### config.mk
export PLATFORM = sky130hd
export DESIGN_NAME = adbg_or1k_halt_ctrl
export DESIGN_NICKNAME = d
export VERILOG_FILES = /design/src/rtl/adbg_halt_pkg.sv /design/src/rtl/adbg_or1k_xtrig.sv /design/src/rtl/adbg_or1k_halt_ctrl.sv
export SDC_FILE = /design/constraint.sdc
export NUM_CORES = 1
export LEC_CHECK = 0
export ABC_AREA = 1
export ABC_CLOCK_PERIOD_IN_PS = 2310
export CORE_UTILIZATION = 54
export CTS_CLUSTER_SIZE = 12
export DETAILED_ROUTE_END_ITERATION = 7
export PLACE_DENSITY = 0.93
export SYNTH_ARGS = -nofsm -noshare
export SYNTH_HDL_FRONTEND = slang
export SYNTH_SLANG_ARGS = --single-unit
### constraint.sdc
create_clock -name cpu_clk_i -period 2.31 [get_ports cpu_clk_i]
set_input_delay 0.462 -clock cpu_clk_i [delete_from_list [all_inputs] [get_ports cpu_clk_i]]
set_output_delay 0.462 -clock cpu_clk_i [all_outputs]
set_load 0.05 [all_outputs]
### src/rtl/adbg_halt_pkg.sv
// Shared types and defaults for the OR1K multi-core halt/step controller.
package adbg_halt_pkg;

    typedef enum logic [1:0] {
        IDLE,
        STEP_REL,
        STEP_WAIT
    } halt_state_e;

    localparam int unsigned DEFAULT_TIMEOUT = 1024;

endpackage

### src/rtl/adbg_or1k_xtrig.sv
// Halt-group cross-trigger: a breakpoint on any group member is fanned out
// to every member of the group in the same cycle.
module adbg_or1k_xtrig #(
    parameter int NB_CORES = 4
) (
    input  logic [NB_CORES-1:0] bp_i,
    input  logic [NB_CORES-1:0] group_mask_i,
    output logic [NB_CORES-1:0] bp_o
);

    logic grp_hit;

    assign grp_hit = |(bp_i & group_mask_i);
    assign bp_o    = bp_i | (group_mask_i & {NB_CORES{grp_hit}});

endmodule

### src/rtl/adbg_or1k_halt_ctrl.sv
// Multi-core halt/step controller: group-expanded breakpoints drive stall,
// and host single-steps release selected cores for one cycle under timeout.
module adbg_or1k_halt_ctrl
    import adbg_halt_pkg::*;
#(
    parameter int NB_CORES = 4,
    parameter int TIMEOUT  = DEFAULT_TIMEOUT
) (
    input  logic                cpu_clk_i,
    input  logic                cpu_rstn_i,
    input  logic [NB_CORES-1:0] bp_i,
    input  logic [NB_CORES-1:0] group_mask_i,
    input  logic [NB_CORES-1:0] dbg_stall_i,
    input  logic [NB_CORES-1:0] halted_i,
    input  logic                step_req_i,
    input  logic [NB_CORES-1:0] step_mask_i,
    output logic [NB_CORES-1:0] bp_o,
    output logic [NB_CORES-1:0] cpu_stall_o,
    output logic                all_halted_o,
    output logic                busy_o,
    output logic                step_done_o,
    output logic                step_err_o,
    output logic                timeout_o
);

    localparam int CNT_W = $clog2(TIMEOUT + 1);

    halt_state_e         state_q;
    logic [NB_CORES-1:0] mask_q;
    logic [NB_CORES-1:0] rel_q;
    logic [CNT_W-1:0]    cnt_q;
    logic                step_done_q;
    logic                step_err_q;
    logic                timeout_q;
    logic                all_halted_q;

    logic [NB_CORES-1:0] stall_req;
    logic                req_ok;
    logic                stepped_resumed;
    logic                stepped_halted;

    adbg_or1k_xtrig #(
        .NB_CORES (NB_CORES)
    ) u_xtrig (
        .bp_i         (bp_i),
        .group_mask_i (group_mask_i),
        .bp_o         (bp_o)
    );

    // Stall is combinational so a breakpoint freezes cores in its own cycle;
    // only the one-cycle step release is registered.
    assign stall_req   = dbg_stall_i | bp_o;
    assign cpu_stall_o = stall_req & ~rel_q;

    assign req_ok = (step_mask_i != '0)
                 && ((step_mask_i & ~dbg_stall_i) == '0)
                 && ((step_mask_i & ~halted_i) == '0);

    assign stepped_resumed = (mask_q & ~dbg_stall_i) != '0;
    assign stepped_halted  = (mask_q & ~halted_i) == '0;

    // NOTE: every register here uses <= so all of them update from the
    // same pre-edge values; reset covers every bit, there is no memory.
    always_ff @(posedge cpu_clk_i or negedge cpu_rstn_i) begin
        if (!cpu_rstn_i) begin
            state_q      <= IDLE;
            mask_q       <= '0;
            rel_q        <= '0;
            cnt_q        <= '0;
            step_done_q  <= 1'b0;
            step_err_q   <= 1'b0;
            timeout_q    <= 1'b0;
            all_halted_q <= 1'b0;
        end else begin
            step_done_q  <= 1'b0;
            step_err_q   <= step_req_i && (state_q != IDLE);
            all_halted_q <= (stall_req != '0) && ((stall_req & ~halted_i) == '0);

            case (state_q)
                IDLE: begin
                    if (step_req_i) begin
                        if (req_ok) begin
                            mask_q  <= step_mask_i;
                            rel_q   <= step_mask_i;
                            state_q <= STEP_REL;
                        end else begin
                            step_err_q <= 1'b1;
                        end
                    end
                end
                STEP_REL: begin
                    rel_q   <= '0;
                    cnt_q   <= '0;
                    state_q <= STEP_WAIT;
                end
                STEP_WAIT: begin
                    if (stepped_resumed) begin
                        step_err_q <= 1'b1;
                        state_q    <= IDLE;
                    end else if (stepped_halted) begin
                        step_done_q <= 1'b1;
                        state_q     <= IDLE;
                    end else if (cnt_q == CNT_W'(TIMEOUT)) begin
                        timeout_q  <= 1'b1;
                        step_err_q <= 1'b1;
                        state_q    <= IDLE;
                    end else begin
                        cnt_q <= cnt_q + CNT_W'(1);
                    end
                end
                default: begin
                    rel_q   <= '0;
                    state_q <= IDLE;
                end
            endcase
        end
    end

    assign busy_o       = (state_q != IDLE);
    assign step_done_o  = step_done_q;
    assign step_err_o   = step_err_q;
    assign timeout_o    = timeout_q;
    assign all_halted_o = all_halted_q;

endmodule

Sequential cells coloured by netlist name:
The bar under the picture is 20 microns long. Other sequential cells in the stronger grey, the rest of the logic in the fainter grey.
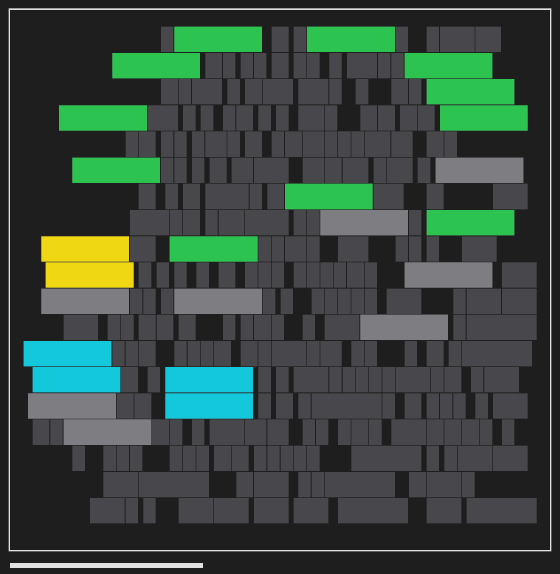
legend:
  green:
    name_in_the_netlist: cnt_q
    sequential_cells: 11
  yellow:
    name_in_the_netlist: state_q
    sequential_cells: 2
  cyan:
    name_in_the_netlist: rel_q
    sequential_cells: 4

Clock network drawn from the DEF:
The bar under the picture is 20 microns long.
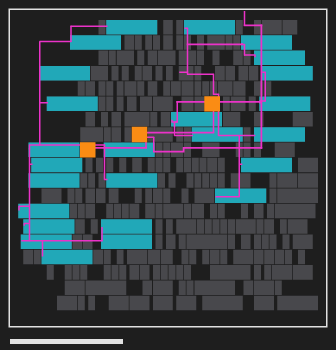
legend:
  cyan:
    item: flip-flops
    count: 25
  orange:
    item: clock drivers
    count: 3
  magenta:
    item: clock wires
    length: 276 microns
flops lie: widely spread

Cell sizes after repair:
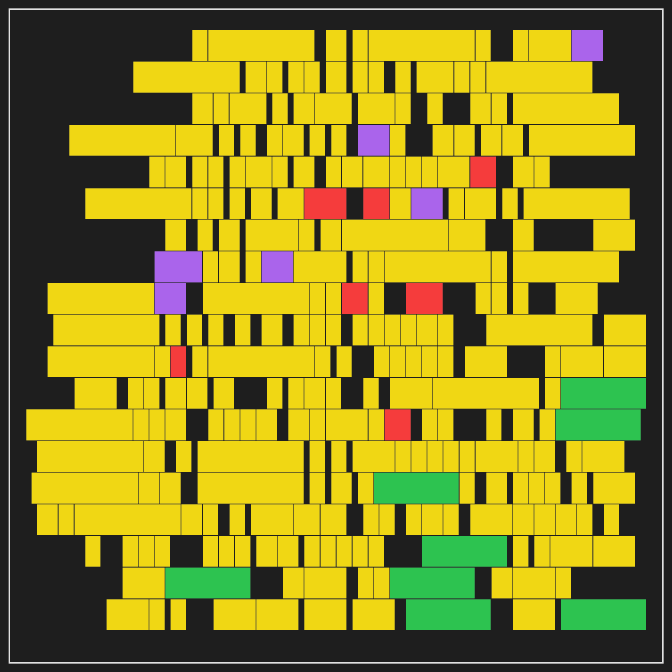
legend:
  green:
    size: _6 and larger
    cells: 8
  purple:
    size: _3 and _4 cells
    cells: 6
  yellow:
    size: _0 and _1 cells
    cells: 251
  red:
    size: _2 cells
    cells: 7
Buffers excl. clock: 36
setup ws final: 144 ps
final instance area: 2070 sq um

critical path: cells and delay by family:
kind,cells,cell delay [ps]
buffers and inverters,3,650
AND/OR/NAND/NOR,4,420
AND-OR/OR-AND,1,170
metal layers:
metal / part of all wire [%] / up-vias / track usage [%]
li1: - / 805 / -
met1: 46 / 726 / 35.7
met2: 46 / 53 / 39.1
met3: 6.7 / 4 / 5.12
met4: 1.1 / 0 / 9.06
met5: 0 / - / 0
cell families (layout without fill, tap and decap cells):
group	after synthesis	after routing	share of synthesized area, %
AND/OR/NAND/NOR	140	140	38.4
flip-flops	25	25	39.6
adder cells (fa/ha/maj)	2	2	1.58
XOR/XNOR	6	6	3.33
buffers and inverters	45	82	11.3
AND-OR/OR-AND	17	17	5.78
==> metrics.yaml <==
setup_path:
  critPathMaxStageDelay_ps: 420
  endpoint: "cpu_stall_o[0]"
  required_ps: 1850
  crit_start: "bp_i[0]"
  rrSetupSlack_ps: 610
  cp_max_fo: 3
  end_kind: "primary output"
  arrival_ps: 1700
  cpMostUsedCell: "nand2_1"
  crit_path_start_kind: "input pin"
  slowest_stage: "clkdlybuf4s50_1"
drt:
  drtIter0Drc: 90
  routed_wirelength_microns: 3620
  num_vias: 1588
  vias_per_cell: 5.24
  drtPass1Iterations: 4
  routedWlPerCell_microns: 11.9
  drtAntennaViolNets: 0
clocking:
  clk_pin_slew_worst_paths_ps: 140
  cts_inserted_buffers: 3
  clockBufferDepth: 2
  holdBufCountCts: 0
  clkLatencyLatePin_ps: 320
  cts_max_level: 1
  cts_tree: "built"
  cts.repair.resized: 0
  cts-root-buf: "clkbuf_4"
  postCtsSetupBuffers: 0
  numClockSinks: 25
power_and_ir_drop:
  seq_cell_power_w: 0.000531
  internal_power_w: 0.000749
  ir_drop_uv: 626
  p_seq_share_pct: 44.6
  pg_comb_w: 0.000463
  combinationalPowerShare_pct: 38.8
  p_leak_nw: 1.05
  powerClk_w: 0.000198
  p_sw_w: 0.000443
  switching_share_pct: 37.1
place:
  dp_slack_ps: 107
  dp_cells: 299
  place_area_sq_um: 2040
  routabilityCongestion: 0.896
  hpwl_microns: 2860
timing:
  hold-worst-slack_ps: 473
  max_freq_mhz: 462
  period_minus_slack_ps: 2170
  final_max_slew_viol_count: 0
  tightest_slew_ps: 493
  skew_ps: 7.44
  hold_violations: 0
  finalSetupViolations: 0
  tns_ps: 0
flow_run:
  maxCapViolations: 0
  warning_count: 27
die:
  core_util_floorplan_pct: 57.3
  die_y_microns: 56.1
  dieArea_sq_um: 3150
  num_tap_cells: 31
  io_pins: 36
global_route:
  grt_max_degree: 26
  grt_pass1_wl_microns: 6350
  first_global_vias: 1505
  antenna_found_initial: 0
worst_hold_path:
  min_path_type: "in2async"
cells_and_area:
  largest_class: "logic gates"
  layout-drive-gt1-share_pct: 7.72
  nFillCells: 199
  flops: 25
  antenna_cells: 0
  logic_area_sq_um: 776
  comb_share_pct: 37.6
  area_growth_pct: 30.7
  nonClkBufAreaFrac_pct: 21.2
  logic_gates: 165
  largest_register_ffs: 11
  nClkBuffers: 3
  post-route-util_pct: 74.9
  largest_register: "cnt_q"
yosys:
  synth-edff-count: 0
  yosysCellCount: 235
  ys.flops: 25
  async_flop_share_pct: 100
  synth_cell_type_count: 23
  yosys_warnings: 0
  top_area_share_pct: 39.6
  synth_top_cell_by_area: "dfrtp_1"
  yosys_area_sq_um: 1580
  syn-num-nets: 260
  syn_area_sq_um: 1580
  avgSynthCellArea_sq_um: 6.72
outcome:
  status: "finished clean"
